### M1 wires, run 1

The bar under the picture is 10 um long. Supply wires on this layer in grey.
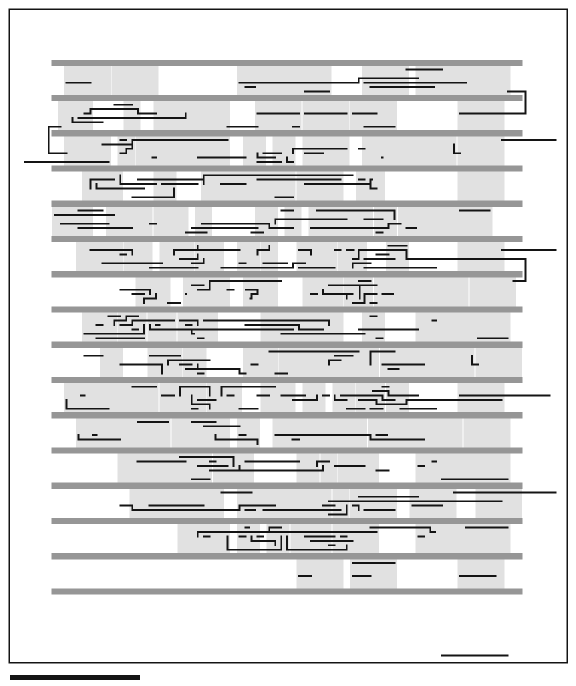
### Sequential cells coloured by netlist name, run 1

The bar under the picture is 10 um long. Other sequential cells in the stronger grey, the rest of the logic in the fainter grey.
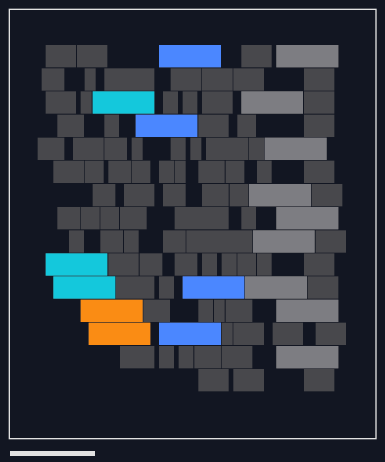
### Port wiring, run 1

The bar under the picture is 10 um long.
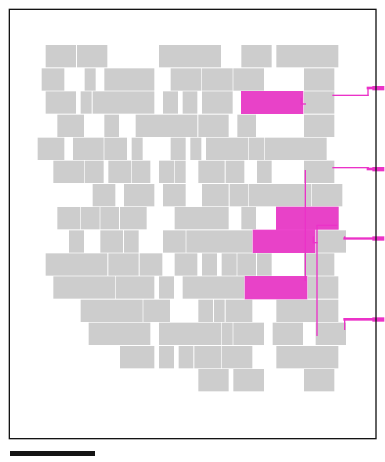
### Routed metal, one colour a layer, run 1

Only two layers are drawn.
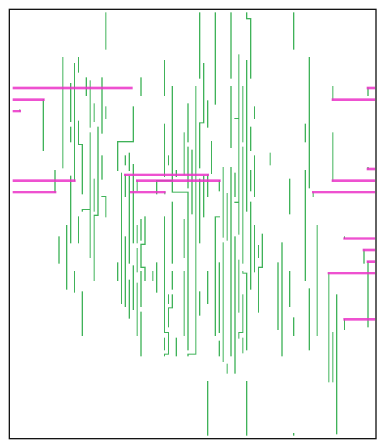
### config.mk
export PLATFORM = sky130hd
export DESIGN_NAME = jk_drive_ctrl
export DESIGN_NICKNAME = d
export VERILOG_FILES = /design/src/rtl/jk_drive_ctrl_pkg.sv /design/src/rtl/jk_excite.sv /design/src/rtl/jk_drive_ctrl.sv
export SDC_FILE = /design/constraint.sdc
export NUM_CORES = 1
export LEC_CHECK = 0
export ABC_CLOCK_PERIOD_IN_PS = 3050
export CORE_ASPECT_RATIO = 1.2
export CORE_MARGIN = 3
export CORE_UTILIZATION = 48
export CTS_CLUSTER_SIZE = 12
export DETAILED_ROUTE_END_ITERATION = 8
export PLACE_DENSITY_LB_ADDON = 0.15
export REMOVE_ABC_BUFFERS = 1
export SYNTH_ARGS = -nofsm -noshare
export SYNTH_HDL_FRONTEND = slang
export SYNTH_SLANG_ARGS = --single-unit
export TNS_END_PERCENT = 10
### constraint.sdc
create_clock -name clk -period 3.05 [get_ports clk]
set_input_delay 0.915 -clock clk [delete_from_list [all_inputs] [get_ports clk]]
set_output_delay 0.915 -clock clk [all_outputs]
set_load 0.03 [all_outputs]
### src/rtl/jk_drive_ctrl_pkg.sv
// Shared definitions for the JK bank drive controller.
//   DEFAULT_WIDTH     - default number of external JK flip-flops
//   DEFAULT_MAX_RETRY - default re-drive attempts after the first failed check
//   state_t           - controller FSM encoding
package jk_drive_ctrl_pkg;

    localparam int unsigned DEFAULT_WIDTH     = 4;
    localparam int unsigned DEFAULT_MAX_RETRY = 3;

    typedef enum logic [2:0] {
        StIdle   = 3'd0,
        StDrive  = 3'd1,
        StSettle = 3'd2,
        StCheck  = 3'd3,
        StDone   = 3'd4,
        StError  = 3'd5
    } state_t;

endpackage

### src/rtl/jk_excite.sv
// Per-bit JK excitation: sets bits that must rise, clears bits that must fall,
// holds (j=k=0) bits already at their target. Purely combinational.
//   tgt - desired bank value
//   q   - current bank value
//   j   - J inputs for the bank
//   k   - K inputs for the bank
module jk_excite
    import jk_drive_ctrl_pkg::*;
#(
    parameter int unsigned WIDTH = DEFAULT_WIDTH
) (
    input  logic [WIDTH-1:0] tgt,
    input  logic [WIDTH-1:0] q,
    output logic [WIDTH-1:0] j,
    output logic [WIDTH-1:0] k
);

    assign j = tgt & ~q;
    assign k = ~tgt & q;

endmodule

### src/rtl/jk_drive_ctrl.sv
// Drives an external bank of JK flip-flops to a requested value, verifies the
// fed-back Q, and retries a bounded number of times before flagging an error.
//   clk, reset    - clock and synchronous active-high reset
//   start, target - request and desired bank value (sampled in IDLE only)
//   q_fb          - Q outputs fed back from the bank
//   clear         - acknowledges ERROR
//   j, k, enable  - registered drive to the bank
//   busy          - operation in progress (DRIVE/SETTLE/CHECK)
//   done          - one-cycle success pulse
//   error         - held until clear after retries are exhausted
module jk_drive_ctrl
    import jk_drive_ctrl_pkg::*;
#(
    parameter int unsigned WIDTH     = DEFAULT_WIDTH,
    parameter int unsigned MAX_RETRY = DEFAULT_MAX_RETRY
) (
    input  logic             clk,
    input  logic             reset,
    input  logic             start,
    input  logic [WIDTH-1:0] target,
    input  logic [WIDTH-1:0] q_fb,
    input  logic             clear,
    output logic [WIDTH-1:0] j,
    output logic [WIDTH-1:0] k,
    output logic             enable,
    output logic             busy,
    output logic             done,
    output logic             error
);

    // A zero-width counter is illegal, so MAX_RETRY=0 still gets one bit.
    localparam int unsigned CNT_W = (MAX_RETRY > 0) ? $clog2(MAX_RETRY + 1) : 1;
    localparam logic [CNT_W-1:0] RETRY_LIMIT = CNT_W'(MAX_RETRY);

    state_t           state, state_n;
    logic [WIDTH-1:0] tgt_r, tgt_n;
    logic [CNT_W-1:0] retry_cnt, retry_n;
    logic [WIDTH-1:0] j_n, k_n;
    logic             enable_n;
    logic [WIDTH-1:0] exc_tgt, exc_j, exc_k;

    // On the accepting edge tgt_r is not loaded yet, so excite from target directly.
    assign exc_tgt = (state == StIdle) ? target : tgt_r;

    jk_excite #(
        .WIDTH(WIDTH)
    ) u_excite (
        .tgt(exc_tgt),
        .q  (q_fb),
        .j  (exc_j),
        .k  (exc_k)
    );

    always_ff @(posedge clk) begin
        if (reset) begin
            state     <= StIdle;
            tgt_r     <= '0;
            retry_cnt <= '0;
            j         <= '0;
            k         <= '0;
            enable    <= 1'b0;
        end else begin
            state     <= state_n;
            tgt_r     <= tgt_n;
            retry_cnt <= retry_n;
            j         <= j_n;
            k         <= k_n;
            enable    <= enable_n;
        end
    end

    always_comb begin
        state_n  = state;
        tgt_n    = tgt_r;
        retry_n  = retry_cnt;
        j_n      = '0;
        k_n      = '0;
        enable_n = 1'b0;
        unique case (state)
            StIdle: begin
                if (start) begin
                    tgt_n    = target;
                    retry_n  = '0;
                    state_n  = StDrive;
                    j_n      = exc_j;
                    k_n      = exc_k;
                    enable_n = 1'b1;
                end
            end
            StDrive:  state_n = StSettle;
            StSettle: state_n = StCheck;
            StCheck: begin
                if (q_fb == tgt_r) begin
                    state_n = StDone;
                end else if (retry_cnt < RETRY_LIMIT) begin
                    retry_n  = retry_cnt + CNT_W'(1);
                    state_n  = StDrive;
                    j_n      = exc_j;
                    k_n      = exc_k;
                    enable_n = 1'b1;
                end else begin
                    state_n = StError;
                end
            end
            StDone: state_n = StIdle;
            StError: begin
                if (clear) begin
                    state_n = StIdle;
                end
            end
            default: state_n = StIdle;
        endcase
    end

    assign busy  = (state == StDrive) || (state == StSettle) || (state == StCheck);
    assign done  = (state == StDone);
    assign error = (state == StError);

endmodule

==> results.yml, run 1 <==
# implementation run metrics
run_status:
  outcome: "completed"
global_routing:
  use_met2_pct: 28.7
  grt_pass1_vias: 612
  grt-ovfl-total: 0
  grt_use_met1_pct: 20.1
  grt_max_degree: 11
  busiest_layer: "met2"
  grt_use_met3_pct: 2.51
routing:
  wl_met3_um: 85
  vias_per_cell: 5.46
  drt-total-wl_um: 1620
  vias: 650
  drt_iter0_markers: 8
  drc: 0
  wl_met1_um: 667
  drtPass1Iterations: 4
final_layout:
  largest_class: "multi-input combinational cells"
  syn2layout_area_growth_pct: 35.0
  nNetsFinal: 116
  comb_area_sq_um: 397
  final.clkbuf_count: 4
  buffer_area_share_pct: 22.4
  inverters_excl_clock: 2
  final_layout_size_suffix_gt1_share_pct: 9.80
  fillers: 131
  buffers: 24
  final-clk-cell-share_pct: 3.42
  final_common_cell: "clkdlybuf4s50_1"
  lay_top_cells: "23 x clkdlybuf4s50_1, 18 x dfxtp_1, 7 x a21oi_1"
  final_area_sq_um: 1060
power_and_ir_drop:
  p_sw_share_pct: 30.1
  powerComb_uw: 152
  pg_clk_uw: 142
  p_leak_nw: 0.436
  p_total_uw: 565
  p_int_uw: 395
  ir_drop_mv: 0.352
  comb_power_share_pct: 26.9
  top_power_group: "registers"
  power.share.clock_pct: 25.1
setup_path:
  reg2regPathDepth: 4
  worstSetupPathType: "reg2out"
  r2r_end: "j[2]$_SDFF_PP0_"
  cp-end-kind: "output port"
  arrival_ps: 1710
  critical_path.startpoint_type: "flip-flop"
  crit_fanout: 7
run:
  maxCapViolations: 0
  warnings: 25
clock_network:
  h-tree-depth: 1
  cts_setup_buffers: 0
  clk_pin_slew_ps: 90
  cts_sinks: 18
  clockBufferDepth: 2
place:
  placed_cell_area_sq_um: 1020
  pre_cts_ws_ps: 438
  dpl.hpwl_um: 1290
  placed_cells: 115
yosys:
  yosys.area_share.simple_pct: 25.6
  syn-cell-area_sq_um: 786
  top_cells_by_count: "18 x dfxtp_1, 7 x a21oi_1, 5 x nor3_1"
  syn_area_per_cell_sq_um: 10.2
  yosysUniqueCellTypes: 31
  top_cells_by_area: "dfxtp_1 46%, mux2i_1 5.1%, a21oi_1 4.5%"
  synth.cellmix.compoundShare_pct: 12.6
  synth.top_cell.area_share_pct: 45.9
  yosys.area.top_type: "dfxtp_1"
  ys_warn_count: 0
timing:
  max_freq_mhz: 381
  fin_crit_ps: 2630
  setup_ws_ps: 423
  whs_ps: 487
  setup_viol: 0
  post-route-period-util_pct: 86.1
  slew_headroom_pct: 63.3
min_path:
  hp-class: "reg2reg"
floorplanning:
  floorplan.core_util_pct: 53.0
  die_x_um: 42.9
  core_region_area_sq_um: 1480
  die_area_sq_um: 2160
## Picture notes: 'M1 wires'
nets with wire on the layer = 103
longest straight run = 13.8 um
main direction = horizontal
wire length on this layer = 668 um
share of all routed wire = 41%

## Picture notes: 'Sequential cells coloured by netlist name'
orange -> retry_cnt  # placed flops 2
cyan -> state  # placed flops 3
blue -> tgt_r  # placed flops 4
not coloured = 9
Seq. cell area: 360 sq um
flop share of the area: 34.0%
Seq group: 271 uW

## Picture notes: 'Port wiring'
magenta -> k  # direction output, edge east, end cells 4, buffers 4, wire 49.4 um

## Picture notes: 'Routed metal, one colour a layer'
green -> M2  # wire length 855 um
magenta -> M3  # wire length 85.3 um
all-layer global routing usage: 16.3%
DR WL/cell: 13.6 um

==> run 1: worst max path at each step <==
stage | start | to | slack [ps] | cells after the start
floorplan | state[2]$_SDFFE_PP0P_ | done | 950 | 1
global placement | q_fb[1] | k[1]$_SDFF_PP0_ | 490 | 6
detailed placement | q_fb[1] | k[0]$_SDFF_PP0_ | 440 | 6
CTS | state[0]$_SDFFE_PP0P_ | error | 390 | 2
global route | state[0]$_SDFFE_PP0P_ | error | 320 | 2
finish | state[0]$_SDFFE_PP0P_ | error | 420 | 2
==> run 1: flip-flops by register name, summed over array words and instances, names as in the netlist <==
register,flops
retry_cnt,2
enable,1
j,4
state,3
k,4
tgt_r,4
==> run 1: worst max-delay path: stages (launching register included) <==
cell,delay (ps)
dfxtp_1,510
and3b_1,240
clkdlybuf4s50_1,690
==> run 2: changes to the inputs <==
--- a/config.mk
+++ b/config.mk
@@ -5,10 +5,10 @@
 export SDC_FILE = /design/constraint.sdc
 export NUM_CORES = 1
 export LEC_CHECK = 0
-export ABC_CLOCK_PERIOD_IN_PS = 3050
+export ABC_CLOCK_PERIOD_IN_PS = 2170
 export CORE_ASPECT_RATIO = 1.2
 export CORE_MARGIN = 3
-export CORE_UTILIZATION = 48
+export CORE_UTILIZATION = 40
 export CTS_CLUSTER_SIZE = 12
 export DETAILED_ROUTE_END_ITERATION = 8
 export PLACE_DENSITY_LB_ADDON = 0.15
==> constraint.sdc (replaced) <==
create_clock -name clk -period 2.17 [get_ports clk]
set_input_delay 0.651 -clock clk [delete_from_list [all_inputs] [get_ports clk]]
set_output_delay 0.651 -clock clk [all_outputs]
set_load 0.03 [all_outputs]
### Routed metal, one colour a layer, run 2

Only two layers are drawn.
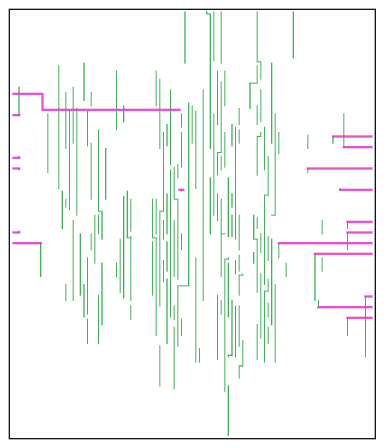
green -> M2  # wire length 874 um
magenta -> M3  # wire length 85.7 um
Total Wirelength: 1600 um
DR WL/cell: 12.6 um
total number of vias: 680

==> run 2 against run 1 <==
- worst setup slack lost 280 ps
- sequential power up 39%
- hold slack improved by 5.5 ps
- non-clock buffer count up 7
- via count grew 4.6%
- flip-flop count unchanged
- global-route usage is 1.1 points lower
- area after synthesis did not move
- die area is 17% higher
- critical path type unchanged
- critical endpoint unchanged
==> results.yml, run 2 <==
# implementation run metrics
run_status:
  outcome: "completed"
setup_path:
  arrival_ps: 1380
  cp-endpoint: "error"
  required_ps: 1520
  r2r_end: "j[1]$_SDFF_PP0_"
  critPathLaunch: "state[2]$_SDFFE_PP0P_"
  critical_path.startpoint_type: "flip-flop"
  crit_path_top_delay_cell: "dfxtp_1"
  crit_fanout: 7
  path_buffers: 1
  path_depth: 2
  reg2regPathDepth: 6
  path_delay_family: "flip-flops"
  worst_path_largest_cell_delay_ps: 480
  cp-end-kind: "output port"
  worstSetupPathType: "reg2out"
timing:
  post-route-period-util_pct: 93.6
  setup_viol: 0
  max_freq_mhz: 493
  whs_ps: 492
  setup_ws_ps: 140
  slew_headroom_pct: 74.3
  fin_crit_ps: 2030
global_routing:
  use_met2_pct: 27.5
  grt_use_met3_pct: 3.62
  grt_use_met1_pct: 13.9
  grt-ovfl-total: 0
  grt_pass1_vias: 726
  grt_max_degree: 11
  track_usage_pct: 15.1
place:
  placed_cells: 123
  pre_cts_ws_ps: -119
  placed_cell_area_sq_um: 1080
  dpl.hpwl_um: 1270
routing:
  vias_per_cell: 5.35
  drt_iter0_markers: 6
  drtPass1Iterations: 4
  drc: 0
yosys:
  synth.cellmix.compoundShare_pct: 12.6
  syn-cell-area_sq_um: 786
  syn_area_per_cell_sq_um: 10.2
  yosysUniqueCellTypes: 31
  synth.top_cell.area_share_pct: 45.9
  yosys.area_share.simple_pct: 25.6
final_layout:
  lay_top_cells: "20 x clkdlybuf4s50_1, 17 x dfxtp_1, 8 x buf_4"
  nNetsFinal: 123
  largest_registers: "j: 4 flops, k: 4 flops, tgt_r: 4 flops"
  final_common_cell: "clkdlybuf4s50_1"
  final_area_sq_um: 1110
floorplanning:
  die_area_sq_um: 2530
  floorplan.core_util_pct: 45.1
  die_x_um: 46.5
run:
  maxCapViolations: 0
  warnings: 25
clock_network:
  cts_sinks: 18
  clockBufferDepth: 2
  clk_pin_slew_ps: 100
  h-tree-depth: 1
min_path:
  hp-class: "reg2reg"
power_and_ir_drop:
  p_total_uw: 811
  p_leak_nw: 0.478
  powerDensity_nw_per_um2: 728
[run 2: layout make-up]
cell class              count  area (sq um)
fillers                   156           628
multi-input cells          54           397
flip-flops and latches     18           362
repair buffers             31           288
clock buffers               4          36.3
well taps                  18          22.5
inverters                   2          8.76
[run 2: where the power goes]
part | total [mW] | leakage [nW] | switching, mW | internal [mW]
logic | 0.232 | 0.310 | 0.121 | 0.111
registers | 0.378 | 0.147 | 0.0213 | 0.356
clock network | 0.201 | 0.0210 | 0.0989 | 0.102
total | 0.811 | 0.478 | 0.241 | 0.569
[run 2: routing by layer]
layer  wire length [um]  part of all wire, %  vias up
li1                   -                    -      341
met1                632                   39      320
met2                874                   55       17
met3                 85                  5.3        2
met4                 10                 0.62        0
met5                  0                    0        -
Power is estimated from default activity; no workload was simulated.
